**config.mk**
```make
export PLATFORM = sky130hd
export DESIGN_NAME = spi_master
export DESIGN_NICKNAME = d
export VERILOG_FILES = /design/src/rtl/spi_pkg.sv /design/src/rtl/spi_clk_div.sv /design/src/rtl/spi_master.sv
export SDC_FILE = /design/constraint.sdc
export NUM_CORES = 1
export LEC_CHECK = 0
export CORE_MARGIN = 10
export CORE_UTILIZATION = 50
export DETAILED_ROUTE_END_ITERATION = 10
export MAX_ROUTING_LAYER = met4
export PLACE_DENSITY = 0.73
export SYNTH_ARGS = -nofsm -noshare
export SYNTH_HDL_FRONTEND = slang
export SYNTH_SLANG_ARGS = --single-unit
```
**constraint.sdc**
```tcl
create_clock -name clk -period 4.8 [get_ports clk]
set_input_delay 0.96 -clock clk [delete_from_list [all_inputs] [get_ports clk]]
set_output_delay 0.96 -clock clk [all_outputs]
set_load 0.01 [all_outputs]
```
**src/rtl/spi_pkg.sv**
```systemverilog
// rtl/spi_pkg.sv - SPI mode/bit-order encodings and FSM state constants shared by spi_master and spi_slave
package spi_pkg;

  typedef enum logic [1:0] {
    SPI_MODE0 = 2'd0,
    SPI_MODE1 = 2'd1,
    SPI_MODE2 = 2'd2,
    SPI_MODE3 = 2'd3
  } spi_mode_e;

  localparam int MODE_CPOL_BIT = 1;
  localparam int MODE_CPHA_BIT = 0;

  typedef enum logic {
    BIT_ORDER_MSB = 1'b0,
    BIT_ORDER_LSB = 1'b1
  } bit_order_e;

  localparam logic [2:0] ST_IDLE   = 3'd0;
  localparam logic [2:0] ST_SETUP  = 3'd1;
  localparam logic [2:0] ST_LEAD   = 3'd2;
  localparam logic [2:0] ST_TRAIL  = 3'd3;
  localparam logic [2:0] ST_HOLD   = 3'd4;
  localparam logic [2:0] ST_CS_OFF = 3'd5;

  // Data-word position of the idx-th bit on the wire for a len-bit symbol.
  function automatic logic [6:0] bit_pos(input logic order, input logic [6:0] len,
                                         input logic [6:0] idx);
    return (order == BIT_ORDER_LSB) ? idx : (len - 7'd1 - idx);
  endfunction

endpackage

```
**src/rtl/spi_clk_div.sv**
```systemverilog
// rtl/spi_clk_div.sv - SCLK half-period tick generator: one tick every i_div+1 enabled cycles
module spi_clk_div (
  input  logic        clk,
  input  logic        rst,
  input  logic        i_restart,
  input  logic        i_en,
  input  logic [15:0] i_div,
  output logic        o_tick
);

  logic [15:0] r_cnt;

  assign o_tick = i_en && !i_restart && (r_cnt == i_div);

  always_ff @(posedge clk) begin
    if (rst || i_restart || o_tick || !i_en) begin
      r_cnt <= '0;
    end else begin
      r_cnt <= r_cnt + 16'd1;
    end
  end

endmodule

```
**src/rtl/spi_master.sv**
```systemverilog
// rtl/spi_master.sv - SPI master, one symbol per accepted start
// Optional SPI_MASTER_CS_DELAY_EN: adds cs_delay, stretching SETUP and scs deassertion.
module spi_master
  import spi_pkg::*;
#(
  parameter int DATA_BUS_WIDTH = 32
) (
  input  logic                      clk,
  input  logic                      rst,
  output logic                      sclk,
  output logic                      mosi,
  input  logic                      miso,
  output logic                      scs,
  input  logic [1:0]                mode,
  input  logic                      bit_order,
  input  logic [5:0]                sym_size,
  input  logic [15:0]               clk_div,
  input  logic [DATA_BUS_WIDTH-1:0] dout,
  input  logic                      start,
  input  logic                      keep_cs,
`ifdef SPI_MASTER_CS_DELAY_EN
  input  logic [7:0]                cs_delay,
`endif
  output logic [DATA_BUS_WIDTH-1:0] din,
  output logic                      busy,
  output logic                      next,
  output logic                      stop
);

  localparam int IW = $clog2(DATA_BUS_WIDTH);

  logic [2:0]                r_state;
  logic                      r_cpol, r_cpha, r_order, r_keep;
  logic [6:0]                r_len, r_idx;
  logic [15:0]               r_div;
  logic [DATA_BUS_WIDTH-1:0] r_tx, r_rx, r_din;
  logic                      r_sclk, r_mosi, r_scs, r_busy, r_next, r_stop;
`ifdef SPI_MASTER_CS_DELAY_EN
  logic [7:0]                r_cs_dly, r_hp;
`endif

  logic                      w_accept, w_tick, w_div_en, w_sample, w_last;
  logic [6:0]                w_len_in;
  logic [IW-1:0]             w_first_pos, w_pos, w_next_pos;
  logic [DATA_BUS_WIDTH-1:0] w_rx_next;

  assign w_accept    = start && ((r_state == ST_IDLE) || (r_state == ST_HOLD));
  assign w_len_in    = (sym_size == 6'd0) ? 7'(DATA_BUS_WIDTH) : {1'b0, sym_size};
  assign w_first_pos = IW'(bit_pos(bit_order, w_len_in, 7'd0));
  assign w_pos       = IW'(bit_pos(r_order, r_len, r_idx));
  assign w_next_pos  = IW'(bit_pos(r_order, r_len, r_idx + 7'd1));
  assign w_last      = (r_idx == r_len - 7'd1);
  assign w_div_en    = (r_state == ST_SETUP) || (r_state == ST_LEAD) ||
                       (r_state == ST_TRAIL) || (r_state == ST_CS_OFF);
  // CPHA=0 samples on the leading edge, CPHA=1 on the trailing edge.
  assign w_sample    = w_tick && (r_cpha ? (r_state == ST_TRAIL) : (r_state == ST_LEAD));

  always_comb begin
    w_rx_next = r_rx;
    if (w_sample) w_rx_next[w_pos] = miso;
  end

  spi_clk_div u_clk_div (
    .clk      (clk),
    .rst      (rst),
    .i_restart(w_accept),
    .i_en     (w_div_en),
    .i_div    (r_div),
    .o_tick   (w_tick)
  );

  always_ff @(posedge clk) begin
    if (rst) begin
      r_state <= ST_IDLE;
      {r_cpol, r_cpha, r_order, r_keep} <= '0;
      r_len <= '0;
      r_idx <= '0;
      r_div <= '0;
      r_tx  <= '0;
      r_rx  <= '0;
      r_din <= '0;
      {r_sclk, r_mosi, r_scs, r_busy, r_next, r_stop} <= '0;
`ifdef SPI_MASTER_CS_DELAY_EN
      r_cs_dly <= '0;
      r_hp     <= '0;
`endif
    end else begin
      r_next <= 1'b0;
      r_stop <= 1'b0;
      r_rx   <= w_rx_next;
      if (w_accept) begin
        r_cpol  <= mode[MODE_CPOL_BIT];
        r_cpha  <= mode[MODE_CPHA_BIT];
        r_order <= bit_order;
        r_len   <= w_len_in;
        r_div   <= clk_div;
        r_keep  <= keep_cs;
        r_tx    <= dout;
        r_rx    <= '0;
        r_idx   <= '0;
        r_busy  <= 1'b1;
        r_scs   <= 1'b1;
        r_sclk  <= mode[MODE_CPOL_BIT];
        r_mosi  <= dout[w_first_pos];
        r_state <= (r_state == ST_HOLD) ? ST_LEAD : ST_SETUP;
`ifdef SPI_MASTER_CS_DELAY_EN
        r_cs_dly <= cs_delay;
        r_hp     <= '0;
`endif
      end else begin
        case (r_state)
          ST_IDLE: r_sclk <= mode[MODE_CPOL_BIT];
          ST_SETUP: begin
`ifdef SPI_MASTER_CS_DELAY_EN
            if (w_tick) begin
              if (r_hp == r_cs_dly) begin
                r_hp    <= '0;
                r_state <= ST_LEAD;
              end else begin
                r_hp <= r_hp + 8'd1;
              end
            end
`else
            if (w_tick) r_state <= ST_LEAD;
`endif
          end
          ST_LEAD: begin
            if (w_tick) begin
              r_sclk  <= ~r_sclk;
              r_state <= ST_TRAIL;
              if (r_cpha) r_mosi <= r_tx[w_pos];
            end
          end
          ST_TRAIL: begin
            if (w_tick) begin
              r_sclk <= ~r_sclk;
              if (w_last) begin
                r_din  <= w_rx_next;
                r_next <= 1'b1;
                if (r_keep) begin
                  r_state <= ST_HOLD;
                  r_busy  <= 1'b0;
                end else begin
`ifdef SPI_MASTER_CS_DELAY_EN
                  r_state <= ST_CS_OFF;
                  r_hp    <= '0;
`else
                  r_state <= ST_IDLE;
                  r_scs   <= 1'b0;
                  r_stop  <= 1'b1;
                  r_busy  <= 1'b0;
`endif
                end
              end else begin
                r_idx   <= r_idx + 7'd1;
                r_state <= ST_LEAD;
                if (!r_cpha) r_mosi <= r_tx[w_next_pos];
              end
            end
          end
`ifdef SPI_MASTER_CS_DELAY_EN
          ST_CS_OFF: begin
            if (w_tick) begin
              if (r_hp == r_cs_dly) begin
                r_state <= ST_IDLE;
                r_scs   <= 1'b0;
                r_stop  <= 1'b1;
                r_busy  <= 1'b0;
              end else begin
                r_hp <= r_hp + 8'd1;
              end
            end
          end
`endif
          default: ;
        endcase
      end
    end
  end

  assign sclk = r_sclk;
  assign mosi = r_mosi;
  assign scs  = r_scs;
  assign din  = r_din;
  assign busy = r_busy;
  assign next = r_next;
  assign stop = r_stop;

endmodule

```
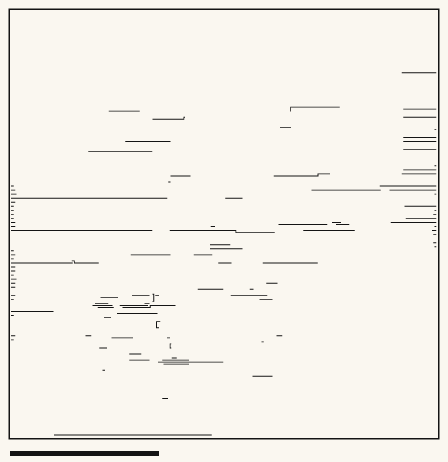
run_1/met3.png
Scale bar: 50 um.
nets with wire on the layer	93
share of all routed wire	4.4%

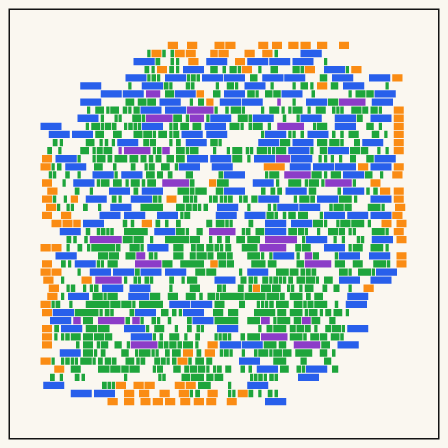
run_1/cell_classes.png
colour	class	cells
orange	other buffers and delay cells	107
blue	flops	153
purple	clock drivers and dummy loads	31
green	all other logic	695

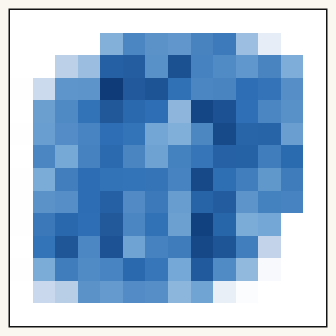
run_1/density.png
The die is cut into 14 by 14 equal tiles; white is low, dark blue is high, 0 to 100% covered.
emptiest ninth of the die	bottom right
mean over tiles	44%
densest ninth of the die	middle
tiles over 75% full	17%
nearly empty tiles	32%

==> GITHUB_STEP_SUMMARY, run 1 <==
### Metrics collected by this job

| Metric | Value |
|---|---|
| Dominant logic cell types in the final layout | `nor2_1, dfxtp_1, nand2_1, clkdlybuf4s50_1, mux2i_1` |
| Finished Layout Cells | `1174` |
| PwrDens | `357.1 mW/mm^2` |
| Arr. time, crit path | `3.60 ns` |
| Most frequent logic cell in the layout | `nor2_1` |
| Top power group | `registers` |
| Flip-flop and latch power | `0.00136 W` |
| Die height | `143.8 um` |
| Crit path required time | `5.06 ns` |
| Root Driver | `clkbuf_16` |
| Post-CTS Setup Repair Bufs | `0` |
| Vias in the first global route | `6178` |
| P_comb | `0.000651 W` |
| DP Cell Count | `1143` |
| Fmax | `0.2991 GHz` |
| Fin crit share | `69.65%` |
| Total CTS buffers | `17` |
| Chip area | `0.02068 mm^2` |
| RSZ-0062 raised after global routing | `false` |
| Clk buf depth | `2` |
| Post-DRT Antenna Nets | `0` |
| Cell Rows | `45` |
| Gpl congestion | `0.9042` |
| Clock sinks | `153` |
| Hold_buf cts | `0` |
| Post-route setup TNS | `0 ns` |
| R2R Setup Slk | `1.46 ns` |
| Routed WL per cell | `15.98 um` |
| I/O pin cnt | `100` |
| Net Count, Synth | `982` |
| Clk pwr share | `39.7%` |
| Critical R2R Launch | `r_len[0]` |
| Fp_density | `50.80%` |
| Clock group power | `0.00132 W` |
| Fillers | `1378` |
| Max-cap violations | `0` |
| Hold WC Path Type | `register to register` |
| Fin nets | `1052` |
| Placed instance area | `0.008742 mm^2` |
| Reg clk slew, reported paths | `0.06 ns` |
| First-pass GRT wire length | `30160 um` |
| Post-synthesis sequential area ratio | `39.96%` |
| Run status | `complete, no violations` |
| Asr flop ratio synth | `0%` |
| Iter 0 DRT Violations | `453` |
| Hold endpoint | `r_tx[6]` |
| Largest net degree at the start of global routing | `91` |
| Xor/xnor share | `6.497%` |
==> run 1: critical path: stages (launching register included) <==
cell	delay (ns)
dfxtp_1	0.41
inv_1	0.06
ha_1	0.37
inv_1	0.11
ha_1	0.27
nor2b_1	0.14
or4_1	0.45
and3_1	0.24
nor2_1	0.30
nand3_1	0.24
nor2_1	0.20
mux2i_1	0.28
a211oi_1	0.13
==> run 1: area by class of cell <==
type	instances	area, um^2	area share, %
timing repair buffer	107	1061	11.37
inverter	15	56.30	0.6033
multi-input combinational	680	4327	46.36
tap	188	235.2	2.520
clock buffer	22	474.2	5.081
clock inverter	9	116.4	1.247
sequential	153	3063	32.82
==> run 1: cells in the mapped netlist (3+ instances only) <==
master	count	share of area [%]
nor2_1	157	7.7
dfxtp_1	153	40
nand2_1	130	6.4
mux2i_1	72	9.4
a21oi_1	68	4.4
clkbuf_1	35	1.7
xor2_1	33	3.8
a211oi_1	26	2.5
nand3_1	23	1.5
xnor2_1	22	2.5
ha_1	14	2.3
inv_1	14	0.69
nand2b_1	13	1.1
buf_2	12	0.78
a211oi_2	9	1.5
nand4_1	9	0.73
nor3_1	9	0.59
mux4_2	8	2.4
a22oi_1	7	0.69
o21ai_0	7	0.46
nor4_1	6	0.49
and3_1	5	0.41
buf_1	5	0.24
mux2_2	5	0.73
buf_4	4	0.39
o211ai_1	4	0.39
and2_1	3	0.24
nand3b_1	3	0.29
nand4b_1	3	0.34
nor3b_1	3	0.29
==> run 1: routing by layer <==
metal / share of wire (%) / global-route usage, % / vias up
met5: 0 / - / -
met4: 1.5 / 6.126 / 0
met3: 4.4 / 3.663 / 23
met2: 47 / 29.60 / 154
met1: 47 / 23.19 / 3017
li1: - / - / 3244
run_1/final_placement.png
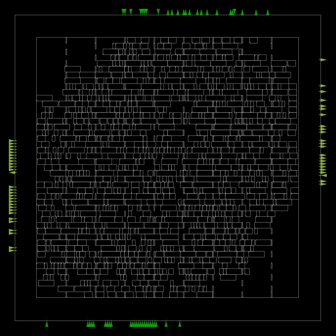

==> run 2: changes to the inputs <==
--- a/config.mk
+++ b/config.mk
@@ -9,7 +9,7 @@
 export CORE_UTILIZATION = 50
 export DETAILED_ROUTE_END_ITERATION = 10
 export MAX_ROUTING_LAYER = met4
-export PLACE_DENSITY = 0.73
+export PLACE_DENSITY = 0.76
 export SYNTH_ARGS = -nofsm -noshare
 export SYNTH_HDL_FRONTEND = slang
 export SYNTH_SLANG_ARGS = --single-unit
==> constraint.sdc (replaced) <==
create_clock -name clk -period 3 [get_ports clk]
set_input_delay 0.6 -clock clk [delete_from_list [all_inputs] [get_ports clk]]
set_output_delay 0.6 -clock clk [all_outputs]
set_load 0.01 [all_outputs]
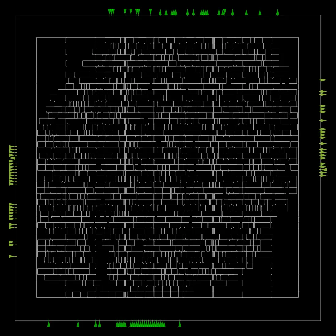
run_2/final_placement.png
sequential share of cell area: 30.95%
registers: 153
fin util: 65.65%

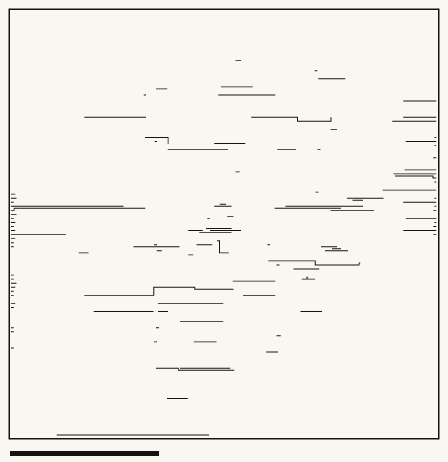
run_2/met3.png
Scale bar: 50 um.
longest straight run	50.8 um
share of all routed wire	4.4%

==> GITHUB_STEP_SUMMARY, run 2 <==
### Metrics collected by this job

| Metric | Value |
|---|---|
| Run status | `complete, no violations` |
| Cell taking the most area after synthesis | `dfxtp_1` |
| Vias in the first global route | `6530 (+5.7%)` |
| Arr. time, crit path | `3.25 ns (-0.35 ns)` |
| Routed WL per cell | `16.51 um (+3.3%)` |
| Clock sinks | `153 (unchanged)` |
| Cell Rows | `45 (unchanged)` |
| Chip width | `143.8 um` |
| Layout cells sized above 1 | `15.88%` |
| Metal3 WL | `877 um (+5.8%)` |
| Met1 global-route usage | `24.86% (+1.7 points)` |
| Hold WC Path Type | `register to register` |
| GRT overflow | `0` |
| Placeable Area | `0.01509 mm^2` |
| Hold endpoint | `r_div[11]` |
| CP Capture Type | `register` |
| Hold_buf cts | `0 (unchanged)` |
| Sequential cell area | `0.003065 mm^2 (about the same)` |
| Post-CTS Setup Repair Bufs | `0 (unchanged)` |
| Fmax | `0.3393 GHz (+13%)` |
| Critical R2R Launch | `r_len[1]` |
| Syn Area/Cell | `8.479 um^2` |
| RSZ-0062 raised after global routing | `true` |
| DP Cell Count | `1184 (+3.6%)` |
| Clk buf depth | `2 (unchanged)` |
| Logic area | `0.004513 mm^2 (+4.3%)` |
| CP max stage delay | `0.53 ns (+0.08 ns)` |
| Synth unique cells | `60` |
| Top cell area share | `39.96% (unchanged)` |
| Dominant logic cell types in the final layout | `dfxtp_1, nor2_1, nand2_1, clkdlybuf4s50_1, a21oi_1` |
| Gpl congestion | `0.9112 (+0.77%)` |
| Met1 wire length | `9261 um (+5.4%)` |
| CP Cell Sequence | `inv_1, ha_4, inv_2, buf_4, ha_1, or4_4, and3_4, buf_6, a211o_4, nor2_1, mux2i_1, a211oi_2` |
| Total CTS buffers | `17 (unchanged)` |
| Root Driver | `clkbuf_16` |
| Routed wl met2 | `9649 um (+8.9%)` |
| Fp_density | `50.80% (unchanged)` |
| First-pass GRT wire length | `32640 um (+8.2%)` |
| Reg clk slew, reported paths | `0.07 ns (about the same)` |
| Crit path required time | `3.30 ns (-1.76 ns)` |
| M3 GR Usage | `4.026% (+0.36 points)` |
| Post-synthesis sequential area ratio | `39.96% (unchanged)` |
| Clk_skew | `0.008171 ns` |
| Net Count, Synth | `982 (unchanged)` |
| GRT busiest layer | `met2` |
| Top cells by count | `nor2_1, dfxtp_1, nand2_1` |
| Worst slew pin tran | `0.6286 ns` |
| Worst R2R Path Depth | `12` |
| Largest net degree at the start of global routing | `98 (+7.7%)` |
| Asr flop ratio synth | `0% (unchanged)` |
| Top sig layer | `met4` |
| R2R Setup Slk | `0.05 ns (-1.40 ns)` |
| PwrDens | `554.0 mW/mm^2 (+55%)` |
| Most frequent logic cell in the layout | `dfxtp_1` |
| Worst setup path class | `register to register` |
| I/O pin cnt | `100 (unchanged)` |
| Die height | `143.8 um (unchanged)` |
| YS chip area | `0.007665 mm^2` |
| Fin nets | `1098 (+4.4%)` |
| Fillers | `1219 (-12%)` |
| Hold Path Depth | `2` |
| Post-DRT Antenna Nets | `0 (unchanged)` |
| Top-count cell post-synth | `nor2_1` |
| Slowest-stage cell, CP | `or4_4` |
| Post-synth EDFFs | `0` |
| Worst R2R End | `din[27]` |
| Synth area leaders | `dfxtp_1, mux2i_1, nor2_1` |
| Chip area | `0.02068 mm^2 (unchanged)` |
| Iter 0 DRT Violations | `492 (+8.6%)` |
| Met2 Usage GRT | `32.46% (+2.9 points)` |
| Finished Layout Cells | `1221 (+4.0%)` |
| Max-cap violations | `0 (unchanged)` |
| Fin crit share | `98.25% (+29 points)` |
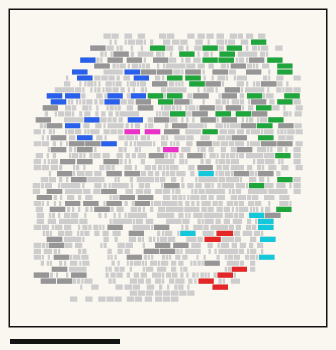
run_2/registers.png
Scale bar: 50 um. Other sequential cells in the stronger grey, the rest of the logic in the fainter grey.
colour	netlist name	sequential cells
red	r_len	6
blue	u_clk_div.r_cnt	16
green	din	32
cyan	r_idx	7
magenta	r_state	3

## run 2: layout make-up
cell class	instances	share of cell area [%]
tap	188	2.375
sequential	153	30.95
timing repair buffer	153	15.01
clock inverter	13	1.074
multi-input combinational	680	45.56
inverter	15	0.5684
clock buffer	19	4.471
## run 2: power breakdown
| part | internal, W | total [W] | leakage (nW) | switching, W |
|---|---|---|---|---|
| clock network | 0.00110 | 0.00201 | 0.262 | 0.000910 |
| logic | 0.000624 | 0.00131 | 2.12 | 0.000690 |
| registers | 0.00210 | 0.00217 | 1.24 | 0.0000630 |
## run 2: critical path, delay by kind of cell, from the launching register on
family	cells	cell delay, ns
and+or+nand+nor	3	0.88
adders and majority gates	2	0.50
AOI/OAI and AO/OA	2	0.44
buffers and inverters	4	0.37
DFF	1	0.34
muxes	1	0.28
## run 2: logic make-up after synthesis
family	count (synthesis)	share of synthesized area, %
multiplexers	86	12.78
AND/OR/NAND/NOR	380	21.99
adder cells (fa/ha/maj)	16	2.808
buffers and inverters	71	3.869
XOR/XNOR	56	6.497
flip-flops	153	39.96
AND-OR/OR-AND	142	12.10
## run 2: worst max-delay path by stage
stage	start	end	slack (ns)	depth (start not counted)
after global placement	sym_size[1]	mosi	-0.22	12
after detailed placement	sym_size[1]	mosi	-0.24	12
after floorplan	r_len[0]	din[28]	0.01	12
after CTS	r_len[0]	din[26]	0.06	12
final	r_len[1]	din[27]	0.05	12
after global routing	r_len[1]	din[22]	-0.06	13
## run 2: stage by stage
step           util (%)  cell area, um^2  hold slack, ns  setup TNS, ns
2_1_floorplan         -             7665          0.4455              0
3_3_place_gp      60.46             9123          0.4538        -0.2237
3_5_place_dp      60.46             9123          0.4617        -0.2943
4_1_cts           64.49             9731          0.4668              0
5_1_grt           65.65             9906          0.4872        -0.8111
6_report          65.65             9906          0.4687              0
run_2/cell_classes.png
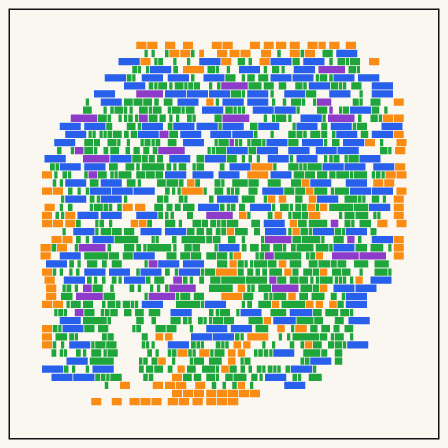

==> run 3: changes to the inputs <==
--- a/config.mk
+++ b/config.mk
@@ -8,6 +8,7 @@
 export CORE_MARGIN = 10
 export CORE_UTILIZATION = 50
 export DETAILED_ROUTE_END_ITERATION = 10
+export GPL_TIMING_DRIVEN = 0
 export MAX_ROUTING_LAYER = met4
 export PLACE_DENSITY = 0.76
 export SYNTH_ARGS = -nofsm -noshare
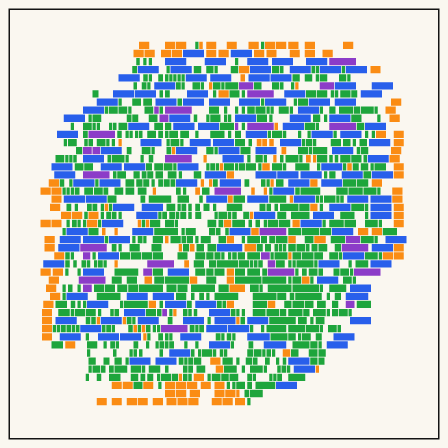
run_3/cell_classes.png
colour	class	cells
purple	clock drivers and dummy loads	32
orange	other buffers and delay cells	167
blue	flops	153
green	all other logic	695

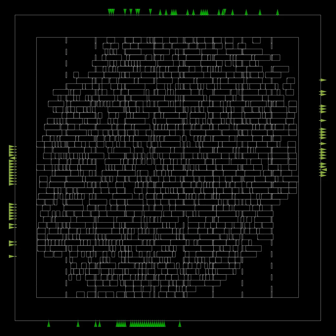
run_3/final_placement.png
sequential share of cell area: 30.89%
tap cell count: 188
Finished Layout Cells: 1235
fin util: 65.87%

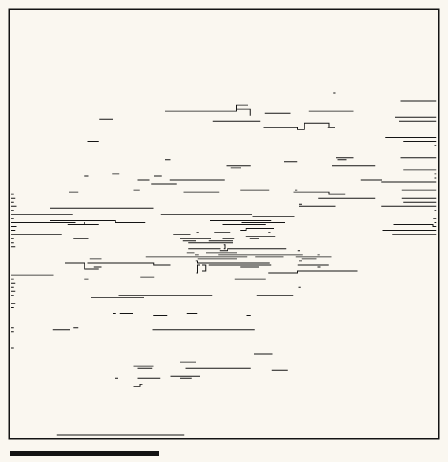
run_3/met3.png
Scale bar: 50 um.
share of all routed wire	6.2%
wire length on this layer	1360 um
main direction	horizontal
longest straight run	42.6 um
nets with wire on the layer	122

==> GITHUB_STEP_SUMMARY, run 3 <==
### Metrics collected by this job

| Metric | Value |
|---|---|
| Net Count, Synth | `982 (unchanged)` |
| Fin crit share | `102.3% (+4.1 points)` |
| Crit path required time | `3.36 ns (+0.06 ns)` |
| Setup ws final | `-0.06956 ns` |
| Run status | `complete, but fails checks` |
| Post-DP HPWL | `15160 um` |
| Total CTS buffers | `17 (unchanged)` |
| H-tree levels | `4` |
| IO Port Bufs | `97` |
| Asr flop ratio synth | `0% (unchanged)` |
| Iter 0 DRT Violations | `578 (+17%)` |
| RSZ-0062 raised after global routing | `true` |
| DP Cell Count | `1189 (+0.42%)` |
| First-pass GRT wire length | `33920 um (+3.9%)` |
| Root Driver | `clkbuf_16` |
| Hold_buf cts | `0 (unchanged)` |
| Synth unique cells | `60 (unchanged)` |
| Chip area | `0.02068 mm^2 (unchanged)` |
| GRT overflow | `0 (unchanged)` |
| Failing checks | `setup timing` |
| Top-count cell post-synth | `nor2_1` |
| Xor/xnor share | `6.497% (unchanged)` |
| Arr. time, crit path | `3.43 ns (+0.18 ns)` |
| Reg clk slew, reported paths | `0.06 ns (about the same)` |
| PwrDens | `560.5 mW/mm^2 (+1.2%)` |
| Max-cap violations | `0 (unchanged)` |
| Fin Hold WS | `0.4688 ns (+0.00002900 ns)` |
| Fmax | `0.3258 GHz (-4.0%)` |
| Most frequent logic cell in the layout | `dfxtp_1` |
| Cell Area, Synth | `0.007665 mm^2` |
| YS chip area | `0.007665 mm^2 (unchanged)` |
| Layout cells sized above 1 | `15.38% (-0.50 points)` |
| Gpl congestion | `0.9302 (+2.1%)` |
| Routed WL per cell | `17.70 um (+7.2%)` |
| Die height | `143.8 um (unchanged)` |
| Cell Rows | `45 (unchanged)` |
| Worst setup path class | `register to register` |
| Post-synth EDFFs | `0 (unchanged)` |
| Fin nets | `1112 (+1.3%)` |
| Post-DRT Antenna Nets | `0 (unchanged)` |
| CP max stage delay | `0.46 ns (-0.07 ns)` |
| Chip width | `143.8 um (unchanged)` |
| CP Capture Type | `register` |
| Final setup viols | `5` |
| I/O pin cnt | `100 (unchanged)` |
| Startpoint Class | `register` |
| Final Cell Area | `0.009940 mm^2 (+0.34%)` |
| Fillers | `1199 (-1.6%)` |
| Complex Gates by Area | `12.10% (unchanged)` |
| Max Slew Vio Count | `0` |
| Placeable Area | `0.01509 mm^2 (unchanged)` |
| Vias in the first global route | `6651 (+1.9%)` |
| Synth area leaders | `dfxtp_1, mux2i_1, nor2_1` |
| Post-route setup TNS | `-0.1775 ns (-0.1775 ns)` |
| CP Cell Sequence | `inv_2, ha_4, buf_4, fa_1, nand2b_1, a21oi_1, xnor2_1, nor2_1, xnor2_1, mux2i_1, o22ai_1, o211ai_1` |
| Yosys cell count | `904` |
| Placed instance area | `0.008871 mm^2 (-2.8%)` |
| DR vias/cell | `5.644` |
| Adder Area Share | `2.808% (unchanged)` |
| Clk buf depth | `2 (unchanged)` |
| Clock sinks | `153 (unchanged)` |
| TritonRoute pass-1 iters | `5` |
| Clk_skew | `0.01282 ns (+0.004648 ns)` |
| Post-synthesis sequential area ratio | `39.96% (unchanged)` |
| Worst slew pin tran | `0.7339 ns (+0.1053 ns)` |
| CP bufs+invs | `2 (-2)` |
| Hold WC Path Type | `register to register` |
| Dominant logic cell types in the final layout | `dfxtp_1, nor2_1, nand2_1, clkdlybuf4s50_1, a21oi_1` |
| Cell taking the most area after synthesis | `dfxtp_1` |
| Fp_density | `50.80% (unchanged)` |
| Drc violations | `0` |
| MUX area fraction | `12.78% (unchanged)` |
| Syn Area/Cell | `8.479 um^2 (unchanged)` |
| Top cell area share | `39.96% (unchanged)` |
| Simple share | `21.99% (unchanged)` |
| Top non-seq family | `simple AND/OR/NAND/NOR gates` |
| CTS tree | `done` |
| Slowest-stage cell, CP | `xnor2_1` |
| Final hold viol count | `0` |
| Largest net degree at the start of global routing | `17 (-83%)` |
| Delay-heaviest family, CP | `adder cells` |
| Top cells by count | `nor2_1, dfxtp_1, nand2_1` |
[run 3: cell families (layout without fill, tap and decap cells)]
| group | count (synthesis) | in the layout |
|---|---|---|
| adders and majority gates | 16 | 16 |
| and+or+nand+nor | 380 | 380 |
| xor gates and xnor gates | 56 | 56 |
| buffers and inverters | 71 | 214 |
| DFF | 153 | 153 |
| muxes | 86 | 86 |
| AOI/OAI and AO/OA | 142 | 142 |
[run 3: per-layer routing]
metal	GRT usage, %	wire length, um	vias up
met5	-	0	-
met4	7.093	359	0
met2	33.77	10650	243
met1	26.04	9488	3317
met3	3.894	1362	34
li1	-	-	3376
[run 3: power by group]
part,internal [W],total [W],switching (W)
Combinational,0.000609,0.00138,0.000766
Clock,0.00113,0.00203,0.000896
Sequential,0.00210,0.00217,0.0000645
Total,0.00384,0.00557,0.00173
[run 3: path summary, 6_finish.rpt]
path / start / end / slack [ns] / depth (start not counted)
hold reg to reg: r_div[5] / r_div[5] / 0.47 / 2
hold / removal: r_div[5] / r_div[5] / 0.47 / 2
setup reg to reg: r_len[1] / mosi / -0.07 / 12
setup / recovery: r_len[1] / mosi / -0.07 / 12
[run 3: layout make-up]
| class | count | area, um^2 | share of cell area [%] |
|---|---|---|---|
| multi-input combinational | 680 | 4677 | 47.05 |
| sequential | 153 | 3070 | 30.89 |
| buffer | 54 | 250.2 | 2.518 |
| timing repair buffer | 113 | 1095 | 11.01 |
| tap | 188 | 235.2 | 2.367 |
| inverter | 15 | 56.30 | 0.5665 |
| clock inverter | 11 | 85.08 | 0.8560 |
| clock buffer | 21 | 470.5 | 4.733 |
[run 3: timing repair]
| item | in CTS | in global routing |
|---|---|---|
| setup endpoints to repair | 68 | 67 |
| cloned | 0 | 0 |
| resized | 33 | 63 |
| setup buffers | 1 | 15 |
| pin swaps | 6 | 22 |
No activity file was given, so power comes from the tool's default toggle rates.
